[src/rtl/data_mem_seq.sv]
// Load/store sequencer for a single-ported synchronous data memory with one-cycle read latency.
// Loads read then extend, sub-word stores read-modify-write, word stores write directly.
module data_mem_seq #(
  parameter int DATA_WIDTH = 32,
  parameter int ADDR_WIDTH = 32
) (
  input  logic                  clk,
  input  logic                  rst,
  input  logic                  req_valid,
  output logic                  req_ready,
  input  logic                  req_write,
  input  logic [2:0]            req_ctrl,
  input  logic [ADDR_WIDTH-1:0] req_addr,
  input  logic [DATA_WIDTH-1:0] req_wdata,
  output logic                  resp_valid,
  input  logic                  resp_ready,
  output logic [DATA_WIDTH-1:0] resp_rdata,
  output logic                  resp_err,
  output logic                  mem_en,
  output logic                  mem_we,
  output logic [ADDR_WIDTH-3:0] mem_addr,
  output logic [DATA_WIDTH-1:0] mem_wdata,
  input  logic [DATA_WIDTH-1:0] mem_rdata
);

  typedef enum logic [2:0] {IDLE, READ, DATA, WRITE, RESP} state_t;

  state_t                  state_q;
  logic [2:0]              ctrl_q;
  logic [ADDR_WIDTH-1:0]   addr_q;
  logic [15:0]             wdata_q;
  logic [DATA_WIDTH-1:0]   merge_q;
  logic [DATA_WIDTH-1:0]   resp_rdata_q;
  logic                    resp_valid_q;
  logic                    resp_err_q;
  logic                    mem_en_q;
  logic                    mem_we_q;

  logic                    req_err_d;
  logic                    req_word_d;
  logic [DATA_WIDTH-1:0]   load_d;
  logic [DATA_WIDTH-1:0]   merge_d;
  logic [7:0]              byte_lane;
  logic [15:0]             half_lane;

  assign req_ready  = (state_q == IDLE) & ~rst;
  assign resp_valid = resp_valid_q;
  assign resp_rdata = resp_rdata_q;
  assign resp_err   = resp_err_q;
  assign mem_en     = mem_en_q;
  assign mem_we     = mem_we_q;
  assign mem_addr   = addr_q[ADDR_WIDTH-1:2];
  assign mem_wdata  = merge_q;

  assign req_word_d = (req_ctrl[1:0] == 2'b10);

  // Illegal encodings first, then alignment of halfword and word accesses.
  always_comb begin
    req_err_d = 1'b0;
    if (req_write) begin
      req_err_d = !(req_ctrl inside {3'b000, 3'b001, 3'b010});
    end else begin
      req_err_d = !(req_ctrl inside {3'b000, 3'b001, 3'b010, 3'b100, 3'b101});
    end
    if ((req_ctrl[1:0] == 2'b01) && req_addr[0]) begin
      req_err_d = 1'b1;
    end
    if (req_word_d && (req_addr[1:0] != 2'b00)) begin
      req_err_d = 1'b1;
    end
  end

  assign byte_lane = mem_rdata[{addr_q[1:0], 3'b000} +: 8];
  assign half_lane = mem_rdata[{addr_q[1], 4'b0000} +: 16];

  always_comb begin
    load_d = mem_rdata;
    case (ctrl_q)
      3'b000:  load_d = {{(DATA_WIDTH-8){byte_lane[7]}}, byte_lane};
      3'b001:  load_d = {{(DATA_WIDTH-16){half_lane[15]}}, half_lane};
      3'b100:  load_d = {{(DATA_WIDTH-8){1'b0}}, byte_lane};
      3'b101:  load_d = {{(DATA_WIDTH-16){1'b0}}, half_lane};
      default: load_d = mem_rdata;
    endcase
  end

  always_comb begin
    merge_d = mem_rdata;
    if (ctrl_q[1:0] == 2'b00) begin
      merge_d[{addr_q[1:0], 3'b000} +: 8] = wdata_q[7:0];
    end else begin
      merge_d[{addr_q[1], 4'b0000} +: 16] = wdata_q[15:0];
    end
  end

  always_ff @(posedge clk or posedge rst) begin
    if (rst) begin
      state_q      <= IDLE;
      ctrl_q       <= 3'b000;
      addr_q       <= '0;
      wdata_q      <= '0;
      merge_q      <= '0;
      resp_rdata_q <= '0;
      resp_valid_q <= 1'b0;
      resp_err_q   <= 1'b0;
      mem_en_q     <= 1'b0;
      mem_we_q     <= 1'b0;
    end else begin
      case (state_q)
        IDLE: begin
          if (req_valid) begin
            ctrl_q  <= req_ctrl;
            addr_q  <= req_addr;
            wdata_q <= req_wdata[15:0];
            if (req_err_d) begin
              state_q      <= RESP;
              resp_valid_q <= 1'b1;
              resp_err_q   <= 1'b1;
              resp_rdata_q <= '0;
            end else if (req_write && req_word_d) begin
              state_q  <= WRITE;
              merge_q  <= req_wdata;
              mem_en_q <= 1'b1;
              mem_we_q <= 1'b1;
            end else begin
              state_q  <= READ;
              mem_en_q <= 1'b1;
              mem_we_q <= 1'b0;
            end
          end
        end
        READ: begin
          mem_en_q <= 1'b0;
          state_q  <= DATA;
        end
        DATA: begin
          // A load stored ctrl with bit 2 or a non-store path ends here; stores go on to write.
          if (ctrl_q[2] || !(ctrl_q == 3'b000 || ctrl_q == 3'b001) || !write_path(state_q)) begin
            resp_rdata_q <= load_d;
            resp_valid_q <= 1'b1;
            resp_err_q   <= 1'b0;
            state_q      <= RESP;
          end else begin
            merge_q  <= merge_d;
            mem_en_q <= 1'b1;
            mem_we_q <= 1'b1;
            state_q  <= WRITE;
          end
        end
        WRITE: begin
          mem_en_q     <= 1'b0;
          mem_we_q     <= 1'b0;
          resp_rdata_q <= '0;
          resp_err_q   <= 1'b0;
          resp_valid_q <= 1'b1;
          state_q      <= RESP;
        end
        RESP: begin
          if (resp_ready) begin
            resp_valid_q <= 1'b0;
            resp_err_q   <= 1'b0;
            resp_rdata_q <= '0;
            state_q      <= IDLE;
          end
        end
        default: begin
          mem_en_q <= 1'b0;
          mem_we_q <= 1'b0;
          state_q  <= IDLE;
        end
      endcase
    end
  end

  // Direction of the access in flight; held so DATA knows whether to respond or write back.
  logic write_q;

  always_ff @(posedge clk or posedge rst) begin
    if (rst) begin
      write_q <= 1'b0;
    end else if (state_q == IDLE && req_valid) begin
      write_q <= req_write;
    end
  end

  function automatic logic write_path(input state_t st);
    return (st == DATA) && write_q;
  endfunction

endmodule

[config.mk]
export PLATFORM = sky130hd
export DESIGN_NAME = data_mem_seq
export DESIGN_NICKNAME = d
export VERILOG_FILES = /design/src/rtl/data_mem_seq.sv
export SDC_FILE = /design/constraint.sdc
export NUM_CORES = 1
export LEC_CHECK = 0
export CAP_MARGIN = 20
export CORE_UTILIZATION = 52
export CTS_CLUSTER_SIZE = 28
export DETAILED_ROUTE_END_ITERATION = 10
export PLACE_DENSITY = 0.91
export SLEW_MARGIN = 5
export SYNTH_ARGS = -nofsm -noshare
export SYNTH_HDL_FRONTEND = slang
export SYNTH_SLANG_ARGS = --single-unit
[constraint.sdc]
create_clock -name clk -period 8.2 [get_ports clk]
set_clock_uncertainty 0.1 [all_clocks]
set_input_delay 0.82 -clock clk [delete_from_list [all_inputs] [get_ports clk]]
set_output_delay 0.82 -clock clk [all_outputs]
set_load 0.02 [all_outputs]
Fig. 1: run 1, congestion heat map
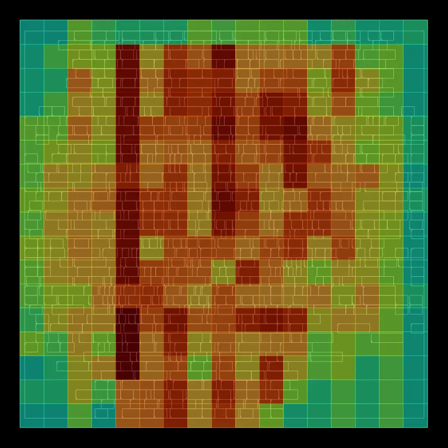
wire length per cell: 22.57 um
Final Util: 0.7277
GR Util met3: 0.05982
GRT busiest layer: met2

Fig. 2: run 1, clock network drawn from the DEF
Drawn at 4 px/um.
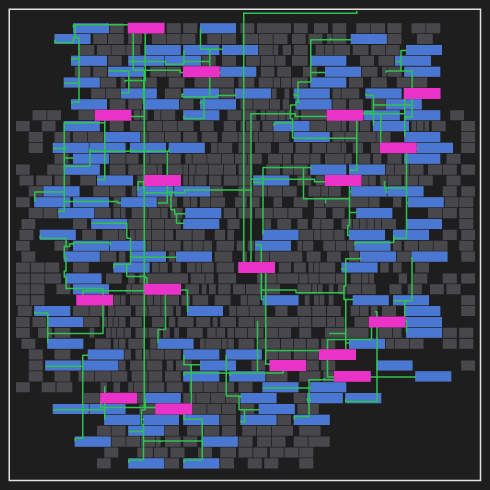
[clock wires] green | length: 1610 um
[flip-flops] blue | count: 123
[cells driving clock nets] magenta | count: 17
flops lie	widely spread
routed clock nets	18

Fig. 3: run 1, nets reached from selected ports
Drawn at 4 px/um.
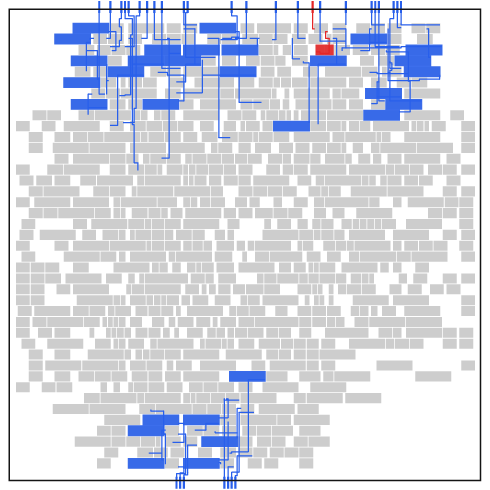
port	colour	bits	direction	end cells	buffers	wire
rst	red	1	input	2	1	15.3 um
mem_addr	blue	30	output	30	30	992 um

run 1: flip-flops by register name, summed over array words and instances (netlist names):
| register | cells |
|---|---|
| resp_err | 1 |
| resp_valid | 1 |
| mem_we | 1 |
| mem_wdata | 32 |
| addr_q | 32 |
| write_q | 1 |
| mem_en | 1 |
| state_q | 3 |
| resp_rdata | 32 |
| wdata_q | 16 |
| ctrl_q | 3 |
run 1: cell type report:
cell class              instances  area [um2]
fillers                       848        3492
inverters                       9       36.28
well taps                     172       215.2
flip-flops and latches        123        3078
repair buffers                210        2102
multi-input cells             391        3301
clock inverters                 8       142.6
clock buffers                  23       457.9
run 1: power breakdown:
part / total, uW / switching (uW) / internal, uW / leakage, uW
Clock: 779 / 267 / 512 / 0.000291
Combinational: 1580 / 816 / 762 / 0.00186
Sequential: 1070 / 229 / 844 / 0.00156
Total: 3430 / 1310 / 2120 / 0.00372
run 1: metal layers:
metal  routed length (um)  track usage  vias up
li1                     -            -     2575
met4                  737       0.1502        0
met5                    0            0        -
met1                 8478       0.4056     2874
met2                10220       0.4937      378
met3                 1686      0.05982       59
run 1: cells by family after synthesis:
group                      synth area share
and+or+nand+nor                      0.1140
adders and majority gates          0.009030
DFF                                  0.4443
buffers and inverters               0.08055
xor gates and xnor gates           0.001264
AOI/OAI and AO/OA                    0.1721
muxes                                0.1788
run 1: worst register-to-register path, cell delays in order, from the launching register on:
cell,delay [ns]
sky130_fd_sc_hd__dfrtp_1,0.72
sky130_fd_sc_hd__nor4b_4,0.43
sky130_fd_sc_hd__buf_4,0.65
sky130_fd_sc_hd__nand3_4,0.21
sky130_fd_sc_hd__and2_4,0.35
sky130_fd_sc_hd__o31ai_1,0.35
==> notes.md, run 1 <==
Implementation status.

- The detailed-route via count is just under 6000.
- The total global routing track utilization is 0.3100.
- The capture point of the worst register-to-register path is recorded as resp_rdata[1].
- The commonest register cell is sky130_fd_sc_hd__dfrtp_1.
- The data arrival time of the critical path is 2.24 ns.
- The first global-routing pass estimated 33050 um of wire.
- The actual transition at the worst max-transition pin is 1.008 ns.
- Before any placement, the netlist area is recorded as 6928 um2.
- The buffers plus inverters on the worst setup path is 1.
- The height of the chip is 117.4 um.
- The end point of the worst hold path is resp_rdata[26].
- The most critical min-delay path falls under reg -> reg.
- The worst hold path depth is 1.
- The timing report gives the clock slew at the launch and capture registers of the worst setup and hold paths as 0.06 ns.
- The floorplan report gives the top-level pin count as 203.
- The number of buffers added on ports is approximately 200.
- The final hold violation count is 0.
- The DRC marker count from the first detailed-route iteration is 782.
- The finished layout cell area is approximately 9300 um2.
- The count of warnings emitted by yosys is 0.
- For flop-to-flop paths, the worst setup slack is 5.29 ns.
- TritonCTS built the clock tree.
- The worst setup path is captured at a primary output.
- The number of register bits inferred by synthesis is 123.
- The share of the core area taken by cells at floorplan is 0.5402.
- The synth_stat.txt file lists the number of cells as 603.
- The initial antenna violation count is 0.
- The maximum resistive drop on vdd is approximately 0.22 mV.
- The achievable frequency is 316.0 MHz.
- The portion of synthesized cell area occupied by the leading cell type is 0.4443.
- The total of endpoints with negative setup slack in the final report is 0.
- Looking at the clock tree report, the root buffer type is sky130_fd_sc_hd__clkbuf_16.
- According to the floorplan report, the placeable core area is 12820 um2.
- In the finished design, the share of the clock period the worst path needs comes to 0.3860.
- The pre-antenna-repair detailed-routing pass consisted of 5 iterations.
- Setup repair after global routing left no endpoint under its margin.
- The top logic cell by instance count in the layout is sky130_fd_sc_hd__clkdlybuf4s50_1.
- Per the CTS log, the buffer count on the longest clock path is 2.
- Sorting the synthesized cells by how often they occur yields sky130_fd_sc_hd__dfrtp_1 (123), sky130_fd_sc_hd__mux2_2 (100), sky130_fd_sc_hd__o21ai_0 (41).
- The endpoint required time on the critical path is 7.28 ns.
- Once the clock tree was built, the resizer swapped 0 gates to a different size.
- Per STA, the endpoint of the critical path is req_ready.
- According to the floorplan log, the row count is 41.
- The worst flop-to-flop path startpoint is state_q[2].
- The routed design has 21120 um of wire.
- According to the floorplan report, the die width is 117.4 um.
- The launching element of the worst setup path is state_q[2].
- Hold timing on the final database bottoms out at a slack of 0.3908 ns.
- Looking at the critical path, the single cell with the biggest stage delay is sky130_fd_sc_hd__dfrtp_1.
- CTS built an H-tree with a depth of 4.
- The count of pins over their slew limit is 0.
- The count of buffers added by post-CTS timing repair for setup is 0.
- 0 antenna diodes ended up in the layout.
- The run finished with clean final reports.
- Counting distinct cell types in the post-synthesis netlist gives 56.
==> run 2, diff against run 1 <==
- CORE_UTILIZATION: 52 -> 48
- PLACE_DENSITY: 0.91 -> 0.85
- clock period: 8.2 -> 3.18 ns (I/O delays scaled with it)
==> run 2 against run 1 <==
- sequential share of layout area is 0.20 points lower
- core utilization down 5.6 points
- global-route usage fell by 2.4 points
- sequential power went up to 2.6 times the previous value
- non-clock buffer count up 9
- worst hold slack got worse by 0.22 ns
- register-to-register slack worse by 4.8 ns
- routed wire length fell by 1.9%
- clock power up 150%
- critical path depth grew 4
- critical path type is now reg -> reg
- largest power group unchanged
==> notes.md, run 2 <==
Implementation status.

- The flow ran to the end, and the final reports show no timing, DRC or antenna violations.
- The height of the chip is 122.1 um (+4.0%).
- The area of all sequential standard cells is 3078 um2 (unchanged).
- The I/O pin count came to 203 (unchanged).
- The number of register bits inferred by synthesis is 123 (unchanged).
- The final hold violation count is 0 (unchanged).
- The number of gates resized after CTS came to 0 (unchanged).
- The finished layout cell area is 9390 um2 (+0.62%).
- The count of pins over their slew limit is 0 (unchanged).
- The number of distinct library cells after synthesis is 56 (unchanged).
- The endpoint required time on the critical path was 3.45 ns (-3.83 ns).
- The post-CTS clock slew at the launch and capture registers of the worst setup and hold paths came to 0.06 ns (about the same).
- The initial cell density of the core is 0.4953 (-0.04494).
- The number of buffers added on ports came to 202 (unchanged).
- The fraction of power consumed by the clock network came to 0.218 (-0.009).
- The internal power component is 5340 uW (+150%).
- The number of optimization iterations in the first detailed-route pass is 6 (+1).
- The maximum resistive drop on vdd is 0.4352 mV (+97%).
- The combinational cell area excluding buffers and inverters is 3301 um2 (unchanged).
- The worst hold-check slack came to 0.1755 ns (-0.2153 ns).
- The count of warnings emitted by yosys is 0 (unchanged).
- The busiest layer in global routing is met2.
- The DRC marker count from the first detailed-route iteration came to 540 (-31%).
- The placement row count was 43 (+4.9%).
- The detailed-route via count came to 5864 (-0.37%).
- The cell with the largest stage delay on the worst path is sky130_fd_sc_hd__nor4bb_1.
- The number of filler cells placed in the layout came to 1041 (+23%).
- The achievable frequency is 369.1 MHz.
- Note that the worst hold path type here is in -> async.
- The met3 track demand over resource in global routing is 0.05384 (-0.005986).
- Dividing the final minimum period by the clock period gives 0.8519.
- The actual transition at the worst max-transition pin came to 0.8974 ns (-0.1106 ns).
- The average routed wire per standard cell was 21.72 um (-3.7%).
- The initial antenna violation count came to 0 (unchanged).
- The data arrival time of the critical path is 2.98 ns (+0.74 ns).
- Counting only logic cells after layout, the most numerous master is sky130_fd_sc_hd__clkdlybuf4s50_1.
- The portion of synthesized cell area occupied by the leading cell type was 0.4443 (unchanged).
- The switching share of power is 0.3897 (+0.007299).
- The routed length on met2 is 10230 um (about the same).
- The number of buffers on the longest clock path is 2 (unchanged).
- The master cell of the clock root buffer is sky130_fd_sc_hd__clkbuf_16.
- The post-route met1 wirelength came to 8294 um (-2.2%).
- The top layer reached by signal wires is met4.
-- run 2: cell families after synthesis --
kind of cell | after synthesis | share of synthesized area
AND-OR/OR-AND | 153 | 0.1721
AND/OR/NAND/NOR | 122 | 0.1140
XOR/XNOR | 1 | 0.001264
multiplexers | 110 | 0.1788
adder cells (fa/ha/maj) | 5 | 0.009030
flip-flops | 123 | 0.4443
buffers and inverters | 89 | 0.08055
-- run 2: final cells by class --
cell class,instances,area share
Inverter,9,0.003997
Tap cell,180,0.02398
Timing Repair Buffer,219,0.2302
Multi-Input combinational cell,391,0.3515
Clock inverter,14,0.01572
Sequential cell,123,0.3278
Clock buffer,18,0.04677
-- run 2: power by group through the flow --
stage	clock network, uW	registers (uW)	logic, uW
6_report	1910	2770	4070
5_1_grt	1990	2840	4330
4_1_cts	1920	2760	4060
3_5_place_dp	0	2760	4030
3_3_place_gp	0	2730	3920
2_1_floorplan	0	2820	2700
-- run 2: final timing paths --
| kind | endpoint | startpoint | slack [ns] |
|---|---|---|---|
| worst max-delay path | mem_wdata[29] | addr_q[1] | 0.47 |
| worst min-delay path | ctrl_q[2] | rst | 0.18 |
| worst max register to register | mem_wdata[29] | addr_q[1] | 0.47 |
| worst min register to register | resp_rdata[31] | resp_rdata[31] | 0.39 |
| max in group asynchronous | mem_wdata[10] | rst | 2.08 |
| min in group clk | resp_rdata[31] | resp_rdata[31] | 0.39 |
-- run 2: worst max-delay path, delay by kind of cell, from the launching register on --
family          cells  cell delay [ns]
compound gates      2             0.41
fa+ha+maj           1             0.39
buf+inv             1             0.35
flops               1             0.47
mux                 1             0.18
simple gates        1             0.76
Fig. 4: run 2, nets reached from selected ports
Drawn at 4 px/um.
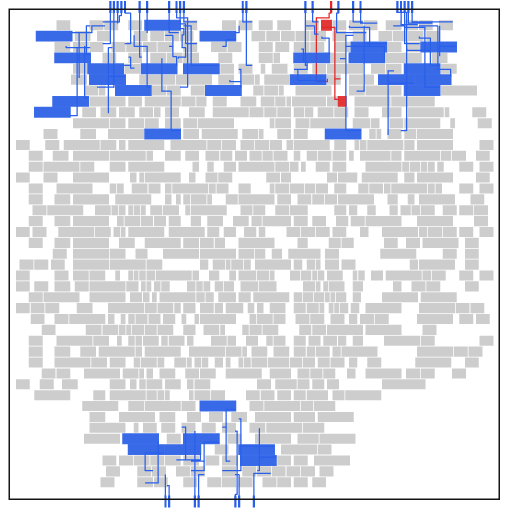
port	colour	bits	direction	end cells	buffers	wire
mem_addr	blue	30	output	30	30	847 um
rst	red	1	input	2	1	48.3 um

Fig. 5: run 2, congestion heat map
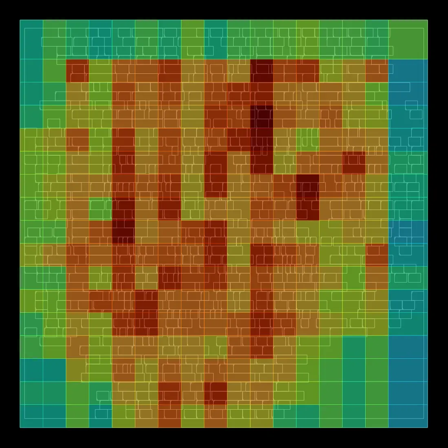
Total Routing Usage GR: 0.2864
Final Util: 0.6713
met1 track demand over resource in global routing: 0.3780

==> run 3, diff against run 2 <==
- CTS_CLUSTER_SIZE: 28 -> unset
Fig. 6: run 3, nets reached from selected ports
Drawn at 4 px/um.
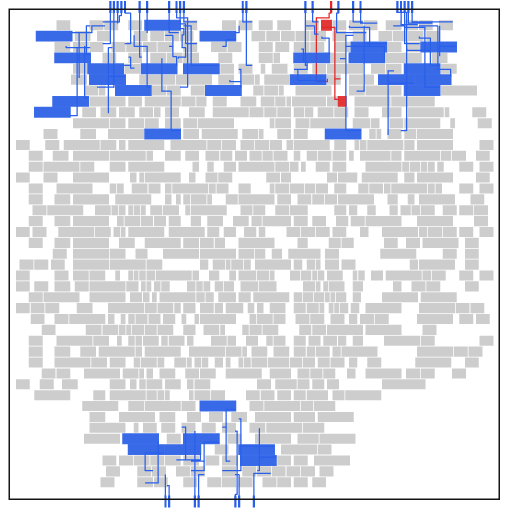
port	colour	bits	direction	end cells	buffers	wire
mem_addr	blue	30	output	30	30	847 um
rst	red	1	input	2	1	48.3 um
tally of buffers added on design ports: 202
count of pins on the block boundary: 203

==> run 3 against run 2 <==
- clock-buffer cell count unchanged
- critical endpoint unchanged
- synthesized area unchanged
- global-route usage unchanged
- clock power about the same
- worst setup slack unchanged
- critical path type unchanged
- core utilization unchanged
- register-to-register slack about the same
- fmax unchanged
- sequential power about the same
==> notes.md, run 3 <==
Implementation status.

- STA classifies the critical path startpoint as a flip-flop.
- The most common logic cells in the final layout are sky130_fd_sc_hd__clkdlybuf4s50_1 (202), sky130_fd_sc_hd__dfrtp_1 (123), sky130_fd_sc_hd__mux2_2 (100).
- The count of warnings emitted by yosys came to 0 (unchanged).
- The power dissipated by switching net loads is 3410 uW.
- The number of register bits inferred by synthesis came to 123 (unchanged).
- The critical path endpoint category is a flip-flop.
- The fraction of power consumed by the clock network came to 0.218 (about the same).
- The synthesized design contains 0 enable-type register cells.
- The number of distinct library cells after synthesis is 56 (unchanged).
- Measured along the x axis, the die boundary spans 122.1 um.
- The combinational cell area excluding buffers and inverters is 3301 um2 (unchanged).
- The biggest cell delay along the critical path is roughly 0.76 ns.
- The DRC marker count from the first detailed-route iteration is 540 (unchanged).
- The endpoint required time on the critical path came to 3.45 ns (about the same).
- The data arrival time of the critical path is 2.98 ns (about the same).
- The worst hold path belongs to the class in -> async.
- The total global routing track utilization is 0.2864 (unchanged).
- The fraction of the cycle the final worst path needs is 0.8519 (unchanged).
- The area growth from synthesis to final layout is 35.54%.
- The placement row count is 43 (unchanged).
- For the worst-skew pair, the clock arrives at the later sink with an insertion delay of 0.43 ns.
- The achievable frequency is 369.1 MHz (unchanged).
- The portion of synthesized cell area occupied by the leading cell type came to 0.4443 (unchanged).
- The number of gates resized after CTS is 0 (unchanged).
- The initial cell density of the core is 0.4953 (unchanged).
- Setup repair after global routing left no endpoint under its margin.
- The number of filler cells placed in the layout came to 1041 (unchanged).
- The average instance area after synthesis is 11.49 um2.
- The flow reported a cell area power density of 931.8 nW/um2.
- The global route total overflow is 0.
- When the netlist entered floorplanning its net count stood at 712.
- The depth of the critical timing path with buffers and inverters included is 6 (unchanged).
- The standard cell core area is roughly 14000 um2.
- Looking at the setup timing report, the critical path kind is reg -> reg.
- The total negative setup slack is 0 ns.
- The final hold violation count came to 0 (unchanged).
- The final antenna diode tally reported by the flow is 0.
- The post-CTS clock slew at the launch and capture registers of the worst setup and hold paths came to 0.06 ns (about the same).
- The portion of total power attributed to sequential cells is 0.316.
- The minimum clock period after layout is 2.709 ns.
- The internal power component was 5340 uW (unchanged).
- The root buffer cell chosen for the clock tree is sky130_fd_sc_hd__clkbuf_16.
- The actual transition at the worst max-transition pin is 0.8974 ns (unchanged).
- The cell with the largest stage delay on the worst path is sky130_fd_sc_hd__nor4bb_1.
- The worst setup slack before clock tree synthesis is 0.4807 ns.
- Post-synth the commonest register cell is sky130_fd_sc_hd__dfrtp_1.
- The switching share of power is 0.3897 (unchanged).
- Across the run, the number of max-cap violations was 0.
- The area of all sequential standard cells is 3078 um2 (unchanged).
- The maximum resistive drop on vdd is 0.4352 mV (unchanged).
- The largest net degree at the start of global routing is 58.
- Of all flip-flops after synthesis, the portion carrying an async set or reset was 1.000.
- The top logic cell by instance count in the layout is sky130_fd_sc_hd__clkdlybuf4s50_1.
- The number of optimization iterations in the first detailed-route pass is 6 (unchanged).
- The number of cells after detailed placement is ~920.
- The headroom to the max-slew limit is 0.4004.
- The clock tree from TritonCTS is built.
- The count of buffers added by post-CTS timing repair for setup is 0.
- The finished layout cell area was 9390 um2 (unchanged).
- The worst hold-check slack is 0.1755 ns (unchanged).
- The buffers plus inverters on the worst setup path is 1 (unchanged).
- The detailed placement HPWL is 15300 um.
- Broken down by cell family, the worst path's largest delay share belongs to simple AND/OR/NAND/NOR gates.
- The height of the chip is 122.1 um (unchanged).
- The run finished with clean final reports.
- The congestion estimate from routability-driven global placement came to just under 0.9.
- The total of endpoints with negative setup slack in the final report is 0.
- The number of global-route vias before repair was 5810.
- The combinational share of power is 0.466.
- The proportion of synthesized chip area in sequential cells is 0.4443.
- The average routed wire per standard cell is 21.72 um (unchanged).
- The detailed-route via count is 5864 (unchanged).
- The cell depth of the worst flop-to-flop path is 6.
- The initial antenna violation count was 0 (unchanged).
- The count of pins over their slew limit is 0 (unchanged).
- The core occupancy in the finished layout came to 0.6713 (unchanged).
- The number of OpenROAD warnings is 30.
- Setup slack closes at 0.4708 ns.
- The design draws ~8700 uW.
- The number of buffers on the longest clock path is 2 (unchanged).
Fig. 7: run 3, logic cells by family
Drawn at 3 px/um.
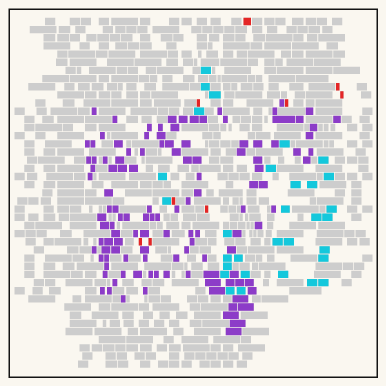
family	colour	cells	most used
inverters	red	9	inv_1
AND-OR and OR-AND gates	cyan	31	a32o_1
inverting AOI/OAI gates	purple	122	o21ai_0
combinational fraction of the cell area: 0.3515
number of cells in the finished layout apart from fillers: 954

[run 3: cell counts after synthesis]
Identical to the previous run, type by type.
[run 3: power by group through the flow]
stage / Sequential, uW / Combinational [uW] / Clock (uW)
global route: 2840 / 4330 / 1990
global placement: 2730 / 3920 / 0
finish: 2770 / 4070 / 1910
detailed placement: 2760 / 4030 / 0
CTS: 2760 / 4060 / 1920
floorplan: 2820 / 2700 / 0
[run 3: cells by family (layout without fill, tap and decap cells)]
| kind of cell | count (synthesis) | after routing | synth area share |
|---|---|---|---|
| flops | 123 | 123 | 0.4443 |
| compound gates | 153 | 153 | 0.1721 |
| fa+ha+maj | 5 | 5 | 0.009030 |
| buf+inv | 89 | 260 | 0.08055 |
| xor+xnor | 1 | 1 | 0.001264 |
| simple gates | 122 | 122 | 0.1140 |
| mux | 110 | 110 | 0.1788 |
[run 3: cell type report]
cell class	count	area share
multi-input combinational	391	0.3515
clock inverter	14	0.01572
clock buffer	18	0.04677
inverter	9	0.003997
sequential	123	0.3278
timing repair buffer	219	0.2302
tap	180	0.02398
[run 3: final timing paths]
path	startpoint	endpoint	slack (ns)
worst min register to register	resp_rdata[31]	resp_rdata[31]	0.39
min in group clk	resp_rdata[31]	resp_rdata[31]	0.39
worst max register to register	addr_q[1]	mem_wdata[29]	0.47
max in group asynchronous	rst	mem_wdata[10]	2.08
worst min-delay path	rst	ctrl_q[2]	0.18
worst max-delay path	addr_q[1]	mem_wdata[29]	0.47
[run 3: routing by layer]
layer  global-route usage  share of wire  vias up
li1                     -              -     2594
met1               0.3780           0.40     2888
met2               0.4590           0.49      328
met3              0.05384          0.078       54
met4               0.1250          0.028        0
met5                    0              0        -

==> notes/layouts.md <==
Pictures saved along the way, in no particular order.

Wire density map.
(a)
Drawn at 3 px/um. 24 x 24 tiles, from white (low) to dark blue (high), scaled to the fullest tile. Values are wire area over tile area, all layers added.
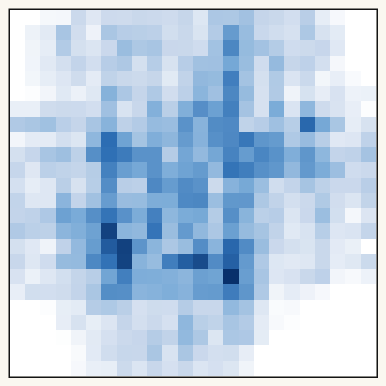
(b)
Drawn at 3 px/um. 23 x 23 tiles, from white (low) to dark blue (high), scaled to the fullest tile. Values are wire area over tile area, all layers added.
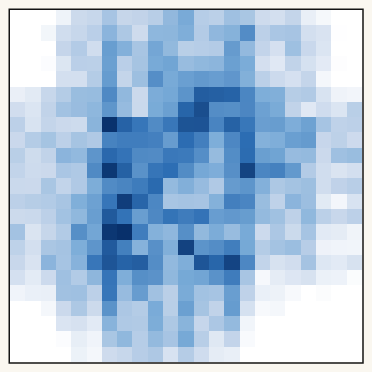
For run 3, see (a).
For run 1, see (b).

Power figures rest on the tool's default switching activity, not on a simulated workload.
